`src/rtl/ddr_port_arbiter_pkg.sv`:
```
// Shared definitions for the two-client DDR port arbiter.
// Holds the default read-tag depth, the client id width, the number of
// 128-bit beats that make up one cache line, and the arbiter state encoding.
package ddr_port_arbiter_pkg;

  localparam int TAG_DEPTH_DEFAULT = 8;
  localparam int CLIENT_ID_W       = 1;
  localparam int BEATS_PER_LINE    = 2;

  typedef enum logic [1:0] {
    IDLE = 2'd0,
    OWN0 = 2'd1,
    OWN1 = 2'd2
  } arbState_t;

endpackage

```
`src/rtl/ddr_tag_fifo.sv`:
```
// Read-tag FIFO: remembers which client issued each outstanding DDR read so
// returned data can be steered back in issue order.
// Ports:
//   clock, reset   rising-edge clock, asynchronous active-low reset
//   push, pushId   enqueue the id of a client whose read was accepted
//   pop            dequeue the head once its line has fully returned
//   headId         client owning the oldest outstanding read
//   empty          no reads outstanding
//   count          number of outstanding reads (0..DEPTH)
module ddr_tag_fifo
  import ddr_port_arbiter_pkg::*;
#(
  parameter int DEPTH = TAG_DEPTH_DEFAULT,
  localparam int PW   = $clog2(DEPTH),
  localparam int CW   = PW + 1
) (
  input  logic                   clock,
  input  logic                   reset,
  input  logic                   push,
  input  logic [CLIENT_ID_W-1:0] pushId,
  input  logic                   pop,
  output logic [CLIENT_ID_W-1:0] headId,
  output logic                   empty,
  output logic [CW-1:0]          count
);

  logic [CLIENT_ID_W-1:0] mem [DEPTH];
  logic [PW-1:0]          wrPtr;
  logic [PW-1:0]          rdPtr;

  // Pointers wrap naturally because DEPTH is a power of two.
  always_ff @(posedge clock or negedge reset) begin
    if (!reset) begin
      wrPtr <= '0;
      rdPtr <= '0;
      count <= '0;
    end else begin
      if (push) wrPtr <= wrPtr + 1'b1;
      if (pop)  rdPtr <= rdPtr + 1'b1;
      case ({push, pop})
        2'b10:   count <= count + 1'b1;
        2'b01:   count <= count - 1'b1;
        default: ;
      endcase
    end
  end

  // Entry storage is data only; stale entries are never read while empty.
  always_ff @(posedge clock) begin
    if (push) mem[wrPtr] <= pushId;
  end

  assign headId = mem[rdPtr];
  assign empty  = (count == '0);

endmodule

```
`src/rtl/ddr_port_arbiter.sv`:
```
// Two-client arbiter in front of a single DDR controller port.
// Client 0 is the coherent memory FSM. One client at a time owns the
// address FIFO / write buffer path (round-robin on ties); read returns are
// routed independently, in issue order, through a tag FIFO.
// Ports:
//   clock, reset                 rising-edge clock, async active-low reset
//   cN_req / cN_gnt              ownership request / registered grant
//   cN_wrAF, cN_afAddress, cN_afRead   address FIFO command from client N
//   cN_wrWB, cN_writeData        write buffer beat from client N
//   cN_afFull, cN_wbFull         backpressure seen by client N
//   cN_rbEmpty, cN_rdRB, cN_readData   read buffer view of client N
//   afFull..readData             DDR controller side of the port
//   protoErr                     sticky protocol-violation flag
module ddr_port_arbiter
  import ddr_port_arbiter_pkg::*;
#(
  parameter int TAG_DEPTH = TAG_DEPTH_DEFAULT
) (
  input  logic         clock,
  input  logic         reset,
  input  logic         c0_req,
  output logic         c0_gnt,
  input  logic         c0_wrAF,
  input  logic [25:0]  c0_afAddress,
  input  logic         c0_afRead,
  input  logic         c0_wrWB,
  input  logic [127:0] c0_writeData,
  output logic         c0_afFull,
  output logic         c0_wbFull,
  output logic         c0_rbEmpty,
  input  logic         c0_rdRB,
  output logic [127:0] c0_readData,
  input  logic         c1_req,
  output logic         c1_gnt,
  input  logic         c1_wrAF,
  input  logic [25:0]  c1_afAddress,
  input  logic         c1_afRead,
  input  logic         c1_wrWB,
  input  logic [127:0] c1_writeData,
  output logic         c1_afFull,
  output logic         c1_wbFull,
  output logic         c1_rbEmpty,
  input  logic         c1_rdRB,
  output logic [127:0] c1_readData,
  input  logic         afFull,
  input  logic         wbFull,
  output logic         wrAF,
  output logic [25:0]  afAddress,
  output logic         afRead,
  output logic         wrWB,
  output logic [127:0] writeData,
  input  logic         rbEmpty,
  output logic         rdRB,
  input  logic [127:0] readData,
  output logic         protoErr
);

  localparam int             CW         = $clog2(TAG_DEPTH) + 1;
  localparam logic [CW-1:0]  TAG_MAX    = CW'(TAG_DEPTH);
  localparam logic [2:0]     LINE_BEATS = 3'(BEATS_PER_LINE);

  arbState_t              state;
  logic                   lastServed;
  logic [1:0]             wbCount;
  logic                   beat;
  logic [CW-1:0]          tagCount;
  logic [CLIENT_ID_W-1:0] headId;
  logic                   tagEmpty;

  // Saturating write-beat counter: a stray extra beat must not wrap to 0.
  function automatic logic [1:0] wbSatInc(input logic [1:0] cnt, input logic inc);
    if (inc && (cnt != 2'b11)) return cnt + 2'd1;
    return cnt;
  endfunction

  // Owner-side request path, selected combinationally by the current state.
  logic own1, owning, ownReq, ownWrAF, ownAfRead, ownWrWB, ownAfFull, tagFull;
  assign own1      = (state == OWN1);
  assign owning    = (state != IDLE);
  assign ownReq    = own1 ? c1_req    : c0_req;
  assign ownWrAF   = own1 ? c1_wrAF   : c0_wrAF;
  assign ownAfRead = own1 ? c1_afRead : c0_afRead;
  assign ownWrWB   = own1 ? c1_wrWB   : c0_wrWB;
  assign tagFull   = (tagCount == TAG_MAX);
  assign ownAfFull = afFull | tagFull;

  logic afAcc, wbAcc, relOwn;
  logic [2:0] wbSum;
  assign afAcc  = owning & ownWrAF & ~ownAfFull;
  assign wbAcc  = owning & ownWrWB & ~wbFull;
  assign wbSum  = {1'b0, wbCount} + {2'b00, wbAcc};
  // Ownership ends on an accepted command, or on an idle walk-away.
  assign relOwn = afAcc | (~ownReq & (wbCount == 2'd0) & ~wbAcc);

  logic errBeat, errWrAF, errRdAF;
  assign errBeat = wbAcc & (wbCount >= 2'd2);
  assign errWrAF = afAcc & ~ownAfRead & (wbSum != LINE_BEATS);
  assign errRdAF = afAcc & ownAfRead & (wbCount != 2'd0);

  // Non-owners are held off with full; IDLE (and reset) holds both off.
  assign c0_afFull = (state == OWN0) ? ownAfFull : 1'b1;
  assign c0_wbFull = (state == OWN0) ? wbFull    : 1'b1;
  assign c1_afFull = own1 ? ownAfFull : 1'b1;
  assign c1_wbFull = own1 ? wbFull    : 1'b1;

  assign wrAF      = afAcc;
  assign afAddress = own1 ? c1_afAddress : c0_afAddress;
  assign afRead    = ownAfRead;
  assign wrWB      = wbAcc;
  assign writeData = own1 ? c1_writeData : c0_writeData;

  // Read return: the tag FIFO head owns the read buffer.
  logic hRbEmpty, headRdRB, tagPush, tagPop;
  assign hRbEmpty    = rbEmpty | tagEmpty;
  assign c0_rbEmpty  = (headId == 1'b0) ? hRbEmpty : 1'b1;
  assign c1_rbEmpty  = (headId == 1'b1) ? hRbEmpty : 1'b1;
  assign headRdRB    = (headId == 1'b1) ? c1_rdRB : c0_rdRB;
  assign rdRB        = headRdRB & ~hRbEmpty;
  assign c0_readData = readData;
  assign c1_readData = readData;
  assign tagPush     = afAcc & ownAfRead;
  assign tagPop      = rdRB & beat;

  ddr_tag_fifo #(.DEPTH(TAG_DEPTH)) uTagFifo (
    .clock  (clock),
    .reset  (reset),
    .push   (tagPush),
    .pushId (own1),
    .pop    (tagPop),
    .headId (headId),
    .empty  (tagEmpty),
    .count  (tagCount)
  );

  // Beat parity within the current returning line.
  always_ff @(posedge clock or negedge reset) begin
    if (!reset)    beat <= 1'b0;
    else if (rdRB) beat <= ~beat;
  end

  always_ff @(posedge clock or negedge reset) begin
    if (!reset) begin
      state      <= IDLE;
      c0_gnt     <= 1'b0;
      c1_gnt     <= 1'b0;
      lastServed <= 1'b1;
      wbCount    <= 2'd0;
      protoErr   <= 1'b0;
    end else begin
      if (errBeat | errWrAF | errRdAF) protoErr <= 1'b1;
      case (state)
        IDLE: begin
          // On a tie, lastServed==1 favours client 0, otherwise client 1.
          if (c0_req && (!c1_req || lastServed)) begin
            state  <= OWN0;
            c0_gnt <= 1'b1;
          end else if (c1_req) begin
            state  <= OWN1;
            c1_gnt <= 1'b1;
          end
        end
        OWN0, OWN1: begin
          if (relOwn) begin
            state      <= IDLE;
            c0_gnt     <= 1'b0;
            c1_gnt     <= 1'b0;
            lastServed <= own1;
            wbCount    <= 2'd0;
          end else begin
            wbCount <= wbSatInc(wbCount, wbAcc);
          end
        end
        default: state <= IDLE;
      endcase
    end
  end

endmodule

```
`config.mk`:
```
export PLATFORM = sky130hd
export DESIGN_NAME = ddr_port_arbiter
export DESIGN_NICKNAME = d
export VERILOG_FILES = /design/src/rtl/ddr_port_arbiter_pkg.sv /design/src/rtl/ddr_tag_fifo.sv /design/src/rtl/ddr_port_arbiter.sv
export SDC_FILE = /design/constraint.sdc
export NUM_CORES = 1
export LEC_CHECK = 0
export CAP_MARGIN = 20
export CORE_AREA = 4 4 337 339
export CTS_CLUSTER_SIZE = 16
export DETAILED_ROUTE_END_ITERATION = 16
export DIE_AREA = 0 0 341 343
export GPL_ROUTABILITY_DRIVEN = 0
export PLACE_DENSITY = 0.31
export SLEW_MARGIN = 15
export SYNTH_ARGS = -nofsm -noshare
export SYNTH_HDL_FRONTEND = slang
export SYNTH_SLANG_ARGS = --single-unit
```
`constraint.sdc`:
```
create_clock -name clock -period 2.8 [get_ports clock]
set_input_delay 0.28 -clock clock [delete_from_list [all_inputs] [get_ports clock]]
set_output_delay 0.28 -clock clock [all_outputs]
set_load 0.005 [all_outputs]
```
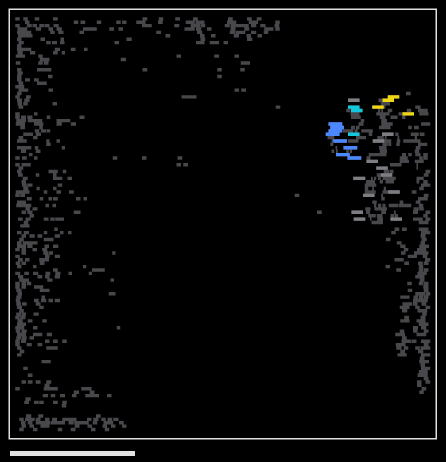
Fig. 1. Where the registers sit.
Scale bar: 100 um. Other sequential cells in the stronger grey, the rest of the logic in the fainter grey.
[uTagFifo.mem] blue | flops: 8
[uTagFifo.rdPtr] cyan | flops: 3
[uTagFifo.count] yellow | flops: 4 | where: top right
sequential-cell power consumption: 0.000716 W
final core occ: 9.44%

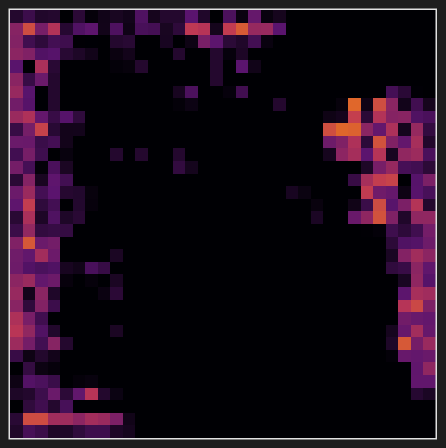
Fig. 2. Cell area per tile.
34 x 34 tiles, from black (low) to pale yellow (high), 0 to 100% covered.
fullest tile: 64%
mean over tiles: 7.3%
nearly empty tiles: 69%
densest ninth of the die: right middle
floorplan core density: 4.82%
Core Area: 110000 um^2

==> impl_metrics.tcl <==
# place-and-route summary
set metrics [dict create \
    status "completed" \
    inv_count 12 \
    p_sw_w 0.00276 \
    power_w 0.00635 \
    ys_top_cells_by_count "buf_4 (256), mux2_2 (158), dfrtp_1 (18), nand2_1 (18), clkbuf_1 (15)" \
    rr_worst_depth 12 \
    gr-total-overflow 0 \
    synth_top_area_share_pct 36.1 \
    largest_reg_flops 8 \
    ys_seq_share_pct 13.5 \
    clock_buffers 3 \
    top_logic_kind "buffers and inverters" \
    via_per_inst 2.23 \
    yosysWarnings 0 \
    leakage_nw 3.43 \
    buf_share_pct 48.8 \
    top_layer_used "met5" \
    crit_family "multiplexers" \
    dpl-instance-area_um2 10200 \
    grt_pass1_wl_um 66800 \
    crit_type "reg2reg" \
    internal_power_w 0.00359 \
    xor_share_pct 1.32 \
    ys_cells 571 \
    critPathMaxStageDelay_ns 0.52 \
    hold_buffers 0 \
    setup_tns_ns 0 \
    postCtsSetupBuffers 4 \
    fin_cells 2309 \
    wl_met1_um 21500 \
    drt_iter0_drc 120 \
    grt_busiest_layer "met2" \
    path_cells "mux4_2, mux2_4, mux2_4, nand2_4, inv_4, ha_4, ha_4, a21o_1, a21oi_2, xnor2_1, nor2_1, xor2_1" \
    ys_ff 27 \
    cp-startpoint "uTagFifo.rdPtr[0]" \
    p_comb_w 0.00528 \
    logic_gates 257 \
    drv_slew 0 \
    largest_class "non-clock buffers" \
    mostFrequentLayoutCells "clkdlybuf4s50_1 (447), mux2_2 (158), buf_4 (57)" \
    layout.cells.most_common "clkdlybuf4s50_1" \
    rows 122 \
    clkPwrFrac_pct 5.6 \
    drive_above_1_share_pct 29.8 \
    edf_count 8 \
    hold_class "in2async" \
    cts_resized 6 \
    whs_ns 0.371 \
    drc 0 \
    ys_chip_area_um2 5320 \
    dr_wl_met3_um 12700 \
    worst_pin_slew_ns 0.521 \
    synthAoiAreaFrac_pct 2.61 \
    fa_ha_area_share_pct 3.67 \
    htreeDepth 1 \
    syn_avg_cell_area_um2 9.32 \
    clk-power_w 0.000354 \
    r2r_slack_ns 0.02 \
    clk_latency_ns 0.27 \
    nets 1279 \
    ys_sh_simple_pct 4.56 \
    top_area_cell "buf_4" \
    grt_pass1_vias 5711 \
    maxCapViolations 0 \
    syn_inst 571 \
    max_clock_freq_mhz 360 \
    io_buffers 489 \
    top_register "uTagFifo.mem" \
    die_x_um 341 \
    register_area_um2 717 \
    use_met3_pct 9.58 \
    slowest_stage "mux4_2" \
    critPathCapture "uTagFifo.count[3]" \
    wl_met2_um 20800 \
    final.setup_skew_ns 0.00277 \
    antenna_found_initial 32 \
    cp_max_fo 3 \
    sh_comb_area_pct 25.0 \
    rsz0062_at_grt "yes" \
    met1_usage_pct 9.92 \
    dr.pass1.iters 4 \
    ys_types 34 \
    clock_area_share_pct 0.793 \
    largestRegisters "uTagFifo.mem (8), uTagFifo.count (4)" \
    swShare_pct 43.4 \
    start_kind "register" \
    worst_setup_path_end_kind "register" \
]
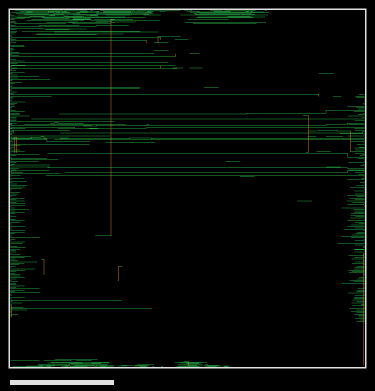
Fig. 3. Metal layers overlaid.
Scale bar: 100 um. Two of the layers only.
[metal 3] green | wire length: 12700 um
[metal 4] orange | wire length: 462 um
Post-Route WL: 55900 um
gr usage total: 8.90%
wire length per cell: 24.2 um

No activity file was given, so power comes from the tool's default toggle rates.
